Design fft8_result_unloader, sky130hd; sources not shown.
### Met1 routing

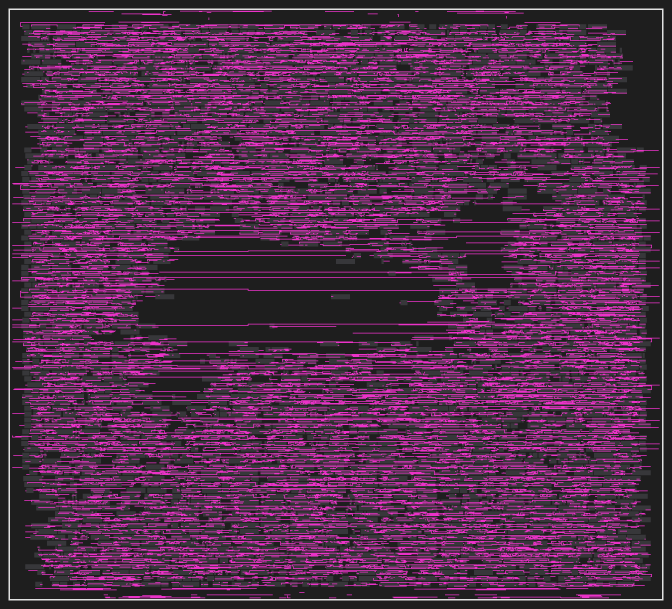
nets with wire on the layer = 4,449
wire length on this layer = 53.1 mm
share of all routed wire = 40%
total number of vias: 32,790
aggregate routed wire length: 132,900 µm
routing usage on met1: 44.23%

### The metal 2 layer

The bar under the picture is 100 µm long.
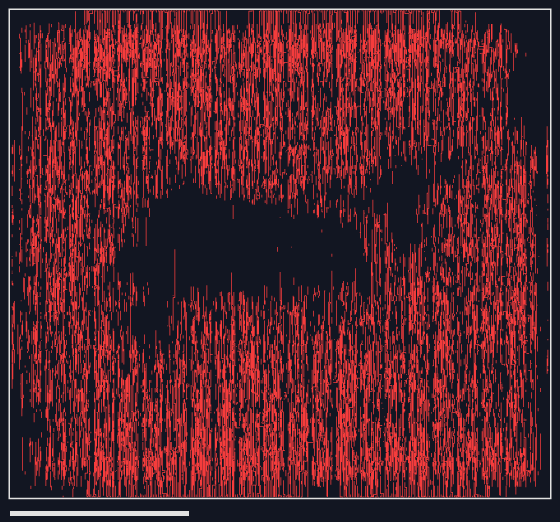
share of all routed wire = 46%
main direction = vertical
longest straight run = 78.2 µm
met2 track demand over resource: 46.51%

### The metal 3 layer

The bar under the picture is 100 µm long.
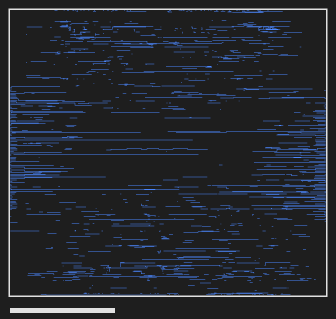
longest straight run = 177 µm
share of all routed wire = 8.0%
nets with wire on the layer = 566
wire length on this layer = 10,700 µm
met3 layer usage reported by global route: 8.118%

### Metal 4

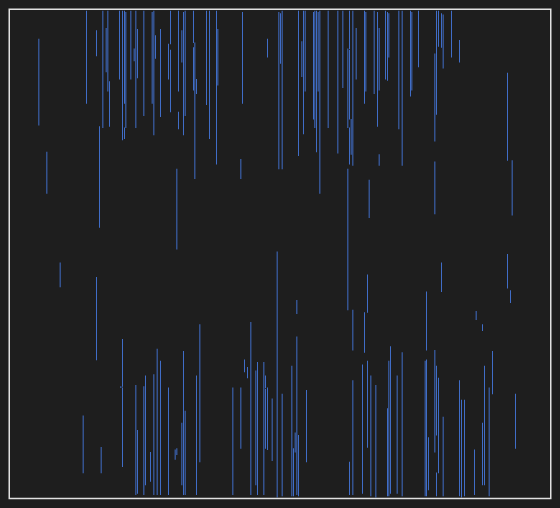
nets with wire on the layer = 139
longest straight run = 137 µm
wire length on this layer = 7,620 µm

### Clock wiring as the flow saved it

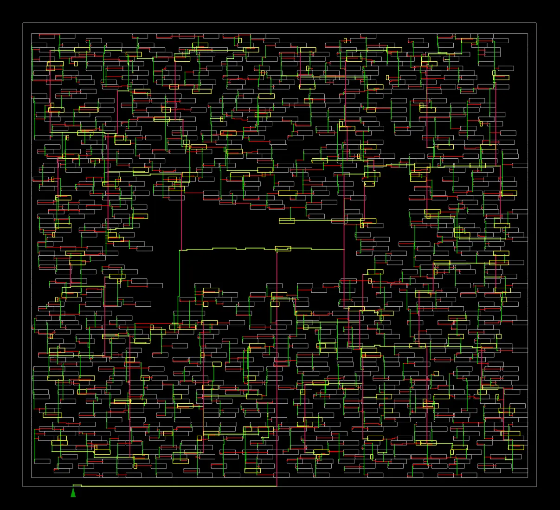
number of CTS-inserted buffers: 103
number of clock sinks: 1,031
power dissipated in the clock network: 741 µW
Late-Pin Clk Latency: 640 ps

==> flow_results.xml <==
<?xml version="1.0" encoding="UTF-8"?>
<metrics>
  <group name="run_status">
    <metric name="status" unit="">complete, no violations</metric>
  </group>
  <group name="yosys">
    <metric name="yosys-stat-area" unit="mm²">0.04610</metric>
    <metric name="synthesis.nets" unit="">4328</metric>
    <metric name="synth_area_leader_cell" unit="">sky130_fd_sc_hd__dfrtp_1</metric>
    <metric name="synth_cells" unit="">3810</metric>
    <metric name="synthesis.area_per_instance" unit="µm²">12.10</metric>
    <metric name="netlist_area" unit="mm²">0.04610</metric>
    <metric name="netlist.area_leader.share" unit="%">55.96</metric>
    <metric name="yosys_warnings" unit="">0</metric>
  </group>
  <group name="sta">
    <metric name="final_layout_worst_hold_slack" unit="ps">417.9</metric>
    <metric name="period_needed" unit="ps">23600</metric>
    <metric name="drv_slew" unit="">0</metric>
    <metric name="rsz0062_at_grt" unit="">no</metric>
    <metric name="timing.final.hold_violations" unit="">0</metric>
  </group>
  <group name="flow_run">
    <metric name="maxCapViolations" unit="">0</metric>
  </group>
  <group name="setup_path">
    <metric name="timing.reg2reg.worst_path_depth" unit="">6</metric>
    <metric name="cp_max_fo" unit="">6</metric>
    <metric name="critPathRequiredTime" unit="ps">43550</metric>
    <metric name="crit_type" unit="">input port to output port</metric>
  </group>
  <group name="place">
    <metric name="routabilityCongestion" unit="">0.8828</metric>
    <metric name="port_buffers" unit="">585</metric>
    <metric name="post-dp-hpwl" unit="µm">86390</metric>
  </group>
  <group name="power">
    <metric name="leakagePower" unit="nW">25.88</metric>
  </group>
  <group name="grt">
    <metric name="grt_antenna_before_repair" unit="">103</metric>
    <metric name="grt_pass1_vias" unit="">33870</metric>
    <metric name="grt_pass1_wl" unit="µm">202100</metric>
    <metric name="grt_overflow_total" unit="">0</metric>
    <metric name="grt_max_degree" unit="">201</metric>
  </group>
  <group name="cells_and_area">
    <metric name="design.final.nets" unit="">4807</metric>
    <metric name="post-route-cell-area" unit="mm²">0.05594</metric>
  </group>
  <group name="floorplan">
    <metric name="core_rows" unit="">96</metric>
    <metric name="design.core.area" unit="mm²">0.07627</metric>
    <metric name="die_width" unit="µm">302.2</metric>
    <metric name="io_pins" unit="">586</metric>
  </group>
  <group name="cts">
    <metric name="ctsRootBufferMaster" unit="">sky130_fd_sc_hd__clkbuf_16</metric>
    <metric name="cts-resized-gates" unit="">0</metric>
    <metric name="ctsHoldBuffers" unit="">0</metric>
  </group>
  <group name="worst_hold_path">
    <metric name="hold_path_depth" unit="">2</metric>
    <metric name="holdCritPathClass" unit="">register to register</metric>
  </group>
  <group name="detailed_routing">
    <metric name="wire_per_inst" unit="µm">24.12</metric>
    <metric name="drt_first_iter_violations" unit="">3358</metric>
    <metric name="ant_nets" unit="">0</metric>
    <metric name="drtPass1Iterations" unit="">5</metric>
    <metric name="via_per_inst" unit="">5.952</metric>
  </group>
</metrics>
[Yosys cell counts (2+ instances only)]
library cell and count:
sky130_fd_sc_hd__a22oi_1 128, sky130_fd_sc_hd__clkbuf_1 28, sky130_fd_sc_hd__mux2_2 70, sky130_fd_sc_hd__dfrtp_1 1031
sky130_fd_sc_hd__inv_1 2, sky130_fd_sc_hd__mux4_2 256, sky130_fd_sc_hd__nand2_1 1604, sky130_fd_sc_hd__buf_2 125
sky130_fd_sc_hd__buf_4 26, sky130_fd_sc_hd__nor4b_1 2, sky130_fd_sc_hd__ha_1 2, sky130_fd_sc_hd__buf_6 53
sky130_fd_sc_hd__mux2_1 445, sky130_fd_sc_hd__nor2b_1 3, sky130_fd_sc_hd__buf_1 24
[stage by stage]
stage               instances  power (mW)  utilization [%]  setup slack [ps]
CTS                      5399       3.570            72.88             30910
global route             5506       3.751            73.33             30830
finish                   5509       3.576            73.34             30900
global placement         5210       2.743            68.23             30930
detailed placement       5210       2.811            68.23             30940
floorplan                3810       2.341                -             14540
[power by group]
| group | switching [mW] | internal (mW) |
|---|---|---|
| clock network | 0.306 | 0.434 |
| registers | 0.213 | 1.13 |
| logic | 0.834 | 0.658 |
[worst max-delay path, cell delays in order]
cell	delay [ps]
sky130_fd_sc_hd__clkdlybuf4s50_1	590
sky130_fd_sc_hd__a211oi_1	300
sky130_fd_sc_hd__clkdlybuf4s50_1	850
[cell type report]
class                   count  area (µm²)  area share [%]
multi-input cells        2521       18730           33.47
clock inverters            45       523.0          0.9349
inverters                   2       15.01         0.02684
clock buffers             144        3024           5.406
repair buffers            630        6291           11.25
flip-flops and latches   1031       25810           46.13
diodes                    107       267.8          0.4786
well taps                1029        1287           2.301
[metal layers]
metal	routed length, µm	vias to the layer above
li1	-	14080
met1	53110	16880
met2	61480	1458
met3	10670	370
met4	7624	0
met5	0	-
[placed cells by master, fill, tap and decap left out, types with 7 or more instances in the layout]
master,instances
sky130_fd_sc_hd__a22oi_1,128
sky130_fd_sc_hd__buf_4,39
sky130_fd_sc_hd__bufinv_16,10
sky130_fd_sc_hd__clkbuf_1,14
sky130_fd_sc_hd__clkbuf_16,105
sky130_fd_sc_hd__clkbuf_8,25
sky130_fd_sc_hd__clkdlybuf4s50_1,585
sky130_fd_sc_hd__clkinv_2,24
sky130_fd_sc_hd__clkinvlp_4,7
sky130_fd_sc_hd__dfrtp_1,1029
sky130_fd_sc_hd__diode_2,107
sky130_fd_sc_hd__mux2_1,445
sky130_fd_sc_hd__mux2_2,70
sky130_fd_sc_hd__mux4_2,256
sky130_fd_sc_hd__nand2_1,1604
[cell families (layout without fill, tap and decap cells)]
family | Yosys count | after routing | share of synthesized area [%]
AND/OR/NAND/NOR | 1613 | 1613 | 13.19
AND-OR/OR-AND | 134 | 134 | 2.177
adder cells (fa/ha/maj) | 2 | 2 | 0.05427
XOR/XNOR | 1 | 1 | 0.01900
flip-flops | 1031 | 1031 | 55.96
multiplexers | 771 | 771 | 25.08
buffers and inverters | 258 | 821 | 3.514
other | 0 | 107 | 0
Power is estimated from default activity; no workload was simulated.
